**src/rtl/conv_frame_sequencer.sv**
```systemverilog
`default_nettype none
// ============================================================================
// Module   : conv_frame_sequencer
// Brief    : Accepts one IMG_W x IMG_H pixel frame, forwards it into the conv
//            path and counts conv output vectors until the output map is done.
// Revision : 1.0
// ============================================================================
module conv_frame_sequencer #(
   parameter int IMG_W         = 32,
   parameter int IMG_H         = 32,
   parameter int KERNEL        = 5,
   parameter int DRAIN_TIMEOUT = 1024,
   parameter int CNT_W         = 10
) (
   input  logic             clk,
   input  logic             rst,
   input  logic             start,
   input  logic [7:0]       pix_in,
   input  logic             pix_in_valid,
   output logic             pix_in_ready,
   input  logic             hold,
   input  logic             conv_valid,
   output logic [7:0]       feat_out,
   output logic             feat_out_valid,
   output logic             busy,
   output logic             frame_done,
   output logic [CNT_W-1:0] out_count,
   output logic             timeout_err
);

   localparam int c_col_w = (IMG_W > 1) ? $clog2(IMG_W) : 1;
   localparam int c_row_w = (IMG_H > 1) ? $clog2(IMG_H) : 1;
   localparam int c_tmo_w = $clog2(DRAIN_TIMEOUT + 1);

   localparam logic [c_col_w-1:0] c_col_last  = c_col_w'(IMG_W - 1);
   localparam logic [c_row_w-1:0] c_row_last  = c_row_w'(IMG_H - 1);
   localparam logic [c_tmo_w-1:0] c_tmo_limit = c_tmo_w'(DRAIN_TIMEOUT);
   localparam logic [CNT_W-1:0]   c_total     =
      CNT_W'((IMG_W - KERNEL + 1) * (IMG_H - KERNEL + 1));

   typedef enum logic [1:0] {
      S_IDLE  = 2'd0,
      S_LOAD  = 2'd1,
      S_DRAIN = 2'd2,
      S_DONE  = 2'd3
   } state_t;

   state_t               r_state;
   logic [c_col_w-1:0]   r_col;
   logic [c_row_w-1:0]   r_row;
   logic [c_tmo_w-1:0]   r_tmo;

   logic                 w_xfer;
   logic                 w_cnt_inc;
   logic [CNT_W-1:0]     w_count_next;
   logic [c_tmo_w-1:0]   w_tmo_next;

   always_comb begin
      pix_in_ready = (r_state == S_LOAD) && !hold;
      w_xfer       = pix_in_valid && pix_in_ready;
      // conv outputs only count while a frame is in flight, saturating at the map size
      w_cnt_inc    = conv_valid && ((r_state == S_LOAD) || (r_state == S_DRAIN))
                     && (out_count != c_total);
      w_count_next = out_count + CNT_W'(w_cnt_inc);
      w_tmo_next   = r_tmo + c_tmo_w'(1);
   end

   always_ff @(posedge clk or negedge rst) begin
      if (!rst) begin
         r_state        <= S_IDLE;
         r_col          <= '0;
         r_row          <= '0;
         r_tmo          <= '0;
         feat_out       <= '0;
         feat_out_valid <= 1'b0;
         busy           <= 1'b0;
         frame_done     <= 1'b0;
         out_count      <= '0;
         timeout_err    <= 1'b0;
      end else begin
         feat_out_valid <= 1'b0;
         frame_done     <= 1'b0;
         out_count      <= w_count_next;

         case (r_state)
            S_IDLE: begin
               if (start) begin
                  r_state     <= S_LOAD;
                  busy        <= 1'b1;
                  r_col       <= '0;
                  r_row       <= '0;
                  r_tmo       <= '0;
                  out_count   <= '0;
                  timeout_err <= 1'b0;
               end
            end

            S_LOAD: begin
               if (w_xfer) begin
                  feat_out       <= pix_in;
                  feat_out_valid <= 1'b1;
                  if (r_col == c_col_last) begin
                     r_col <= '0;
                     if (r_row == c_row_last) begin
                        r_row   <= '0;
                        r_state <= S_DRAIN;
                     end else begin
                        r_row <= r_row + c_row_w'(1);
                     end
                  end else begin
                     r_col <= r_col + c_col_w'(1);
                  end
               end
            end

            S_DRAIN: begin
               r_tmo <= conv_valid ? '0 : w_tmo_next;
               // a conv_valid landing on the limit cycle restarts the window, so completion wins
               if (w_count_next == c_total) begin
                  r_state    <= S_DONE;
                  busy       <= 1'b0;
                  frame_done <= 1'b1;
               end else if (!conv_valid && (w_tmo_next == c_tmo_limit)) begin
                  r_state     <= S_DONE;
                  busy        <= 1'b0;
                  frame_done  <= 1'b1;
                  timeout_err <= 1'b1;
               end
            end

            S_DONE: begin
               r_state <= S_IDLE;
            end

            default: begin
               r_state <= S_IDLE;
               busy    <= 1'b0;
            end
         endcase
      end
   end

endmodule
`default_nettype wire

```
**config.mk**
```make
export PLATFORM = sky130hd
export DESIGN_NAME = conv_frame_sequencer
export DESIGN_NICKNAME = d
export VERILOG_FILES = /design/src/rtl/conv_frame_sequencer.sv
export SDC_FILE = /design/constraint.sdc
export NUM_CORES = 1
export LEC_CHECK = 0
export ABC_AREA = 0
export CORE_UTILIZATION = 40
export CTS_BUF_LIST = sky130_fd_sc_hd__clkbuf_4
export DETAILED_ROUTE_END_ITERATION = 10
export SYNTH_ARGS = -nofsm -noshare
export SYNTH_HDL_FRONTEND = slang
export SYNTH_SLANG_ARGS = --single-unit
```
**constraint.sdc**
```tcl
create_clock -name clk -period 4.15 [get_ports clk]
set_clock_uncertainty 0.15 [all_clocks]
set_input_delay 0.83 -clock clk [delete_from_list [all_inputs] [get_ports clk]]
set_output_delay 0.83 -clock clk [all_outputs]
set_load 0.005 [all_outputs]
```
==> ci_impl_report.md, run 1 <==
### Metrics collected by this job

| Metric | Value |
|---|---|
| Tool warning count | `29` |
| Die Area | `0.00643 mm²` |
| Worst R2R Path Depth | `11` |
| Nets | `308` |
| Global Route met2 Usage | `a little over a quarter` |
| First-pass DRT Iterations | `4` |
| Clock transition at the registers of the reported paths | `~0.16 ns` |
| Area leader share | `a little under half` |
| Synth warnings | `0` |
| Yosys cell types | `about 49` |
| Most numerous logic cells after layout | `dfrtp_1 (45), clkdlybuf4s50_1 (35), nand2_1 (28)` |
| Vias per cell | `about 5.2` |
| Clock Sinks | `approximately 45` |
| Post-CTS setup buffer count | `0` |
| Slew Viols, Final | `0` |
| Ys async rst share | `100%` |
| Seq share, synth | `a little under half` |
| Crit path time final | `3.17 ns` |
| Max VDD drop | `264 µV` |
| Synth area leaders | `dfrtp_1 (46%), ha_1 (5.6%), o21ai_0 (5.3%)` |
| Count of library flops with an enable pin | `0` |
| Gates resized, CTS repair | `0` |
| DIE HEIGHT | `between 80 and 90 µm` |
| DRC viols | `0` |
| Initial DRC count | `123` |
| Post-Syn Nets | `~270` |
| Area reported by Yosys stat | `~0.0024 mm²` |
| Crit path kind | `in -> reg` |
| Syn Inst Count | `about 250` |
| Cycle use final | `about three quarters` |
| CP max FO | `8` |
| Endpoints failing setup | `0` |
| Hold Path Class | `reg -> reg` |
| CTS tree | `yes` |
| First-pass GRT wire length | `around 8500 µm` |
| Critical path arrival | `~3.3 ns` |
| Relative slew slack | `approximately 22%` |
| Post-DP HPWL | `3330 µm` |
| Max-cap violations | `0` |
| Static leakage | `roughly 0.0013 µW` |
| Outcome | `complete, no violations` |
| Ys flop type | `dfrtp_1` |
| Setup TNS | `0 ns` |
| Most instantiated logic cell after routing | `dfrtp_1` |
| Detail Route Antenna Nets | `0` |
| Port Buffers | `36` |
| RSZ-0062 raised after global routing | `false` |
| Fillers | `about 540` |
| Antenna diodes | `0` |
| PD cells | `492 mW/mm²` |
## run 1: path summary, 6_finish.rpt
kind | startpoint | to | slack [ns]
setup reg to reg | out_count[1] | r_state[1] | 1.04
setup / recovery | conv_valid | r_state[1] | 0.98
hold reg to reg | r_row[4] | r_row[4] | 0.37
hold / removal | r_row[4] | r_row[4] | 0.37
min in group asynchronous | rst | feat_out[2] | 0.47
max in group asynchronous | rst | r_tmo[8] | 2.76
## run 1: cell usage after synthesis (2+ instances only)
cell / n
o31ai_1: 4
nand2_1: 28
o41ai_1: 2
nor4_1: 4
a32o_1: 3
xor2_1: 6
or2_2: 2
nand4b_1: 2
nand3b_1: 2
inv_1: 7
clkbuf_1: 4
o21ai_0: 26
buf_2: 3
and3_1: 6
dfrtp_1: 45
nand3_1: 8
nor2b_1: 5
mux2_2: 9
xnor2_1: 2
ha_1: 11
nand2b_1: 6
nor3_1: 6
nor2_1: 23
a21oi_1: 7
and2_1: 3
## run 1: routing by layer
layer  vias up  wire length (µm)
met1       890              2410
met5         -                 0
met4         0                23
met2        35              2120
li1        957                 -
met3         2               209
## run 1: through the flow
step           power (µW)  setup WS [ns]  util (%)  instances  instance area, µm²
2_1_floorplan         987           1.20         -        248                2450
3_3_place_gp         1220          0.632      48.3        351                2860
3_5_place_dp         1220          0.564      48.3        351                2860
4_1_cts              1450          0.974      49.3        359                2920
5_1_grt              1560          0.853      49.3        359                2920
6_report             1440          0.982      49.3        359                2920
## run 1: critical path: stages
cell and delay, ns:
clkdlybuf4s50_1 0.58, o311a_1 0.20, ha_1 0.20, ha_1 0.33, nand4b_1 0.12, nand2_1 0.08
mux2_2 0.14, nand4_1 0.22, a31oi_4 0.24, mux2_1 0.33
## run 1: layout make-up
class	count	area, µm²	share of cell area, %
tap	75	93.8	3.21
sequential	45	1130	38.6
clock inverter	3	25.0	0.857
multi-input combinational	188	1260	43.0
clock buffer	5	37.5	1.29
timing repair buffer	36	355	12.2
inverter	7	26.3	0.900
## run 1: state kept, by name, indices dropped and copies added (netlist names)
signal and flops:
busy 1, feat_out 8, feat_out_valid 1, frame_done 1, out_count 10, r_col 5, r_row 5, r_state 2
r_tmo 11, timeout_err 1
## run 1: power by group
part	switching, µW	leakage, µW	internal [µW]
combinational	293	0.000637	292
clock	158	0.0000318	69.4
sequential	85.0	0.000594	540
## run 1: logic make-up after synthesis
group | share of synthesized area (%)
multiplexers | 5.01
flip-flops | 46.0
adder cells (fa/ha/maj) | 5.63
buffers and inverters | 2.61
AND-OR/OR-AND | 15.2
AND/OR/NAND/NOR | 22.7
XOR/XNOR | 2.86
**Run 1: M3 wires**

Drawn at 6 px/µm.
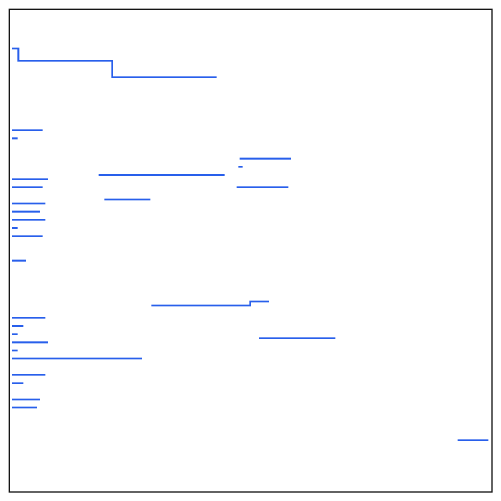
The layer carries 210 µm of wire. The longest straight run is 21.4 µm.
Routed WL: 4760 µm
met3 Use GR: 3.75%
vias post-DR: 1,884

**Run 1: track usage over the die**

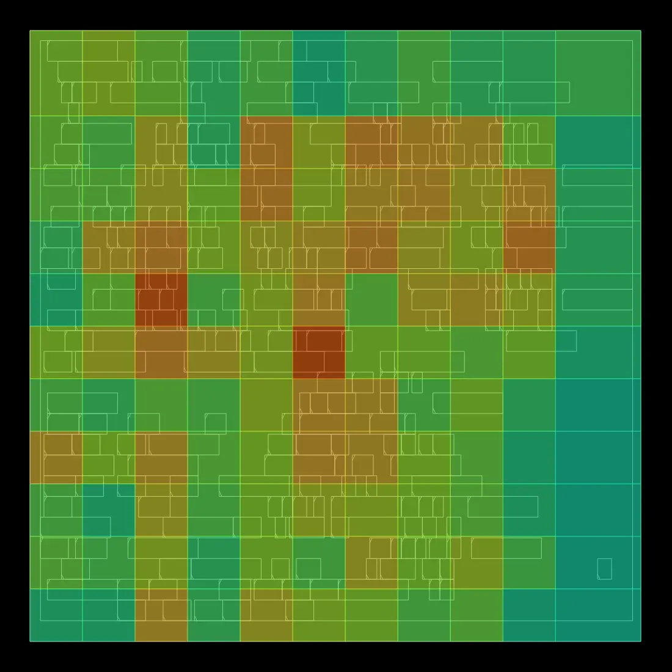
GRT Resource Usage Total: 16.8%
grt met1 use: 23.8%
Core Util, Final: 49.3%
WL/cell: 13.3 µm

**Run 1: cells colored by class**

Drawn at 4 px/µm. Fill, decap, tap and diode cells in gray.
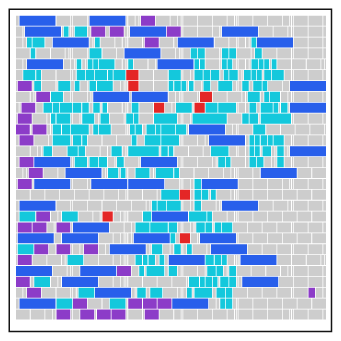
Key: other buffers and delay cells = purple [cells 36, share of their area 13%]; clock drivers and dummy loads = red [cells 8, share of their area 2.2%]; flip-flops = blue [cells 45, share of their area 40%]; all other logic = cyan [cells 195, share of their area 45%]
flop share of the area: 38.6%
post-route cell area: 0.00292 mm²
core area: 0.00592 mm²
Row Count: 28

**Run 1: cell sizes after repair**

Drawn at 4 px/µm.
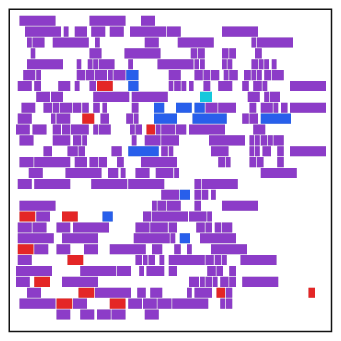
Key: drive 3 to 4 = blue [cells 12]; drive 2 = red [cells 13]; drive 6 and up = cyan [cells 1]; drive 1 or less = purple [cells 258]
Non-Clock Buffer Count: 36
Synth-to-Final Area Change: 19.4%
setup ws final: 0.982 ns

**Run 1: gate-type map**

Drawn at 4 px/µm.
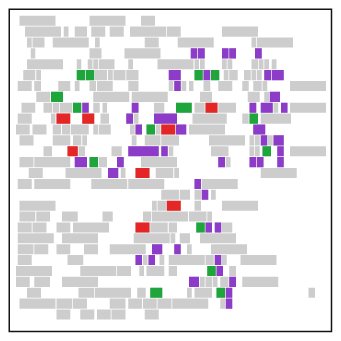

==> run 2: changes to the inputs <==
Clock period 4.15 ns to 3.1 ns, I/O delays scaled along.
**Run 2: gate-type map**

Drawn at 4 px/µm.
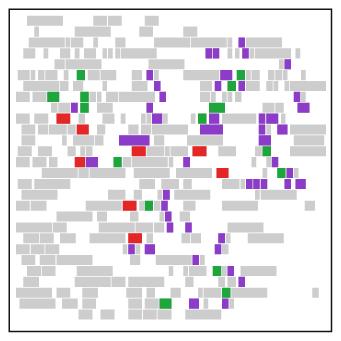
Key: inverting AOI/OAI gates = purple [cells 47]; AND-OR and OR-AND gates = red [cells 8]; AND and OR gates = green [cells 15]
Non-Filler Instances: 370
Comb/total area: 41.8%

==> ci_impl_report.md, run 2 <==
### Metrics collected by this job

| Metric | Value |
|---|---|
| WL/cell | `around 14 µm` |
| Cycle use final | `a little over nine tenths` |
| RR Startpoint | `out_count[0]` |
| First-pass DRT Iterations | `4` |
| Setup WS pre-CTS | `~0.039 ns` |
| RSZ-0062 raised after global routing | `false` |
| Clock Sinks | `~45` |
| Critical path arrival | `roughly 3 ns` |
| Outcome | `complete, no violations` |
| Biggest register | `r_tmo` |
| Worst R2R Path Depth | `11` |
| Reg2reg end | `r_state[1]` |
| Biggest regs | `r_tmo (11), out_count (10), feat_out (8)` |
| Count of library flops with an enable pin | `0` |
| Post-synthesis xor/xnor area fraction | `2.86%` |
| GRT Resource Usage Total | `~17%` |
| Setup ws final | `between 0.15 and 0.2 ns` |
| Area reported by Yosys stat | `roughly 0.0024 mm²` |
| Tool warning count | `29` |
| Clock power share | `roughly 16%` |
**Run 2: M3 wires**

Drawn at 6 px/µm.
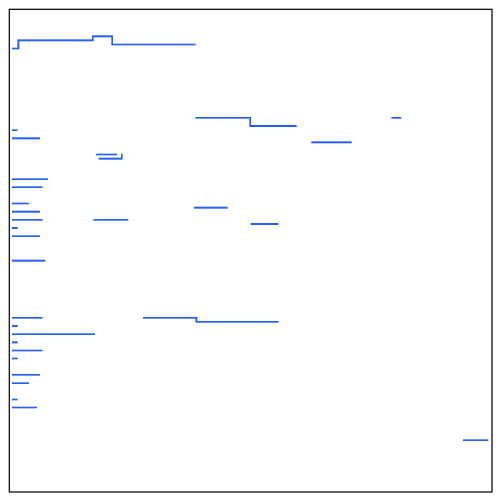
The wires run mostly horizontal. The layer carries 184 µm of wire. The layer holds 3.6% of the routed length.
Routed WL: 5060 µm
met3 Use GR: 4.20%
vias post-DR: 1,966

## run 2: how the worst max path moves through the flow
stage | from | depth (start not counted) | slack (ns) | end
2_1_floorplan | out_count[1] | 12 | 0.15 | r_state[1]
3_3_place_gp | conv_valid | 8 | 0.06 | r_state[1]
3_5_place_dp | conv_valid | 10 | 0.04 | r_state[1]
4_1_cts | out_count[0] | 11 | 0.16 | r_state[1]
5_1_grt | out_count[0] | 11 | 0.06 | r_state[1]
6_report | out_count[0] | 11 | 0.19 | r_state[1]
## run 2: kinds of logic (layout without fill, tap and decap cells)
kind of cell | count (synthesis) | count (layout)
AND/OR/NAND/NOR | 103 | 103
AND-OR/OR-AND | 55 | 55
flip-flops | 45 | 45
XOR/XNOR | 8 | 8
buffers and inverters | 15 | 62
multiplexers | 11 | 11
adder cells (fa/ha/maj) | 11 | 11
## run 2: routing by layer
layer  track usage [%]  vias up
met1              22.3      939
met4              6.07        0
met3              4.20        5
li1                  -      983
met5                 0        -
met2              28.5       39
## run 2: cell type report
| cell class | instances | area, µm² | share of cell area [%] |
|---|---|---|---|
| multi-input cells | 188 | 1260 | 41.8 |
| flip-flops and latches | 45 | 1130 | 37.4 |
| repair buffers | 47 | 438 | 14.6 |
| well taps | 75 | 93.8 | 3.12 |
| clock buffers | 5 | 37.5 | 1.25 |
| clock inverters | 3 | 28.8 | 0.956 |
| inverters | 7 | 26.3 | 0.873 |
## run 2: timing repair
| action | 4_1_cts | 5_1_grt |
|---|---|---|
| hold buffers | 0 | 0 |
| gates resized | 0 | 1 |
| setup endpoints to repair | 0 | 1 |
## run 2: power groups by stage
stage                     sequential, µW  clock (µW)  combinational, µW
after global placement               828           0                854
after global routing                 842         363                950
after floorplan                      829           0                492
final                                822         321                852
after CTS                            824         337                865
after detailed placement             832           0                858
## run 2: stage by stage
stage               total power [µW]  hold slack [ns]  util, %  instances
global placement                1680            0.324     49.7        362
CTS                             2030           0.0263     50.8        370
detailed placement              1690            0.335     49.7        362
global route                    2160           0.0318     50.8        370
floorplan                       1320            0.174        -        248
finish                          2000           0.0166     50.8        370
Power is estimated from default activity; no workload was simulated.
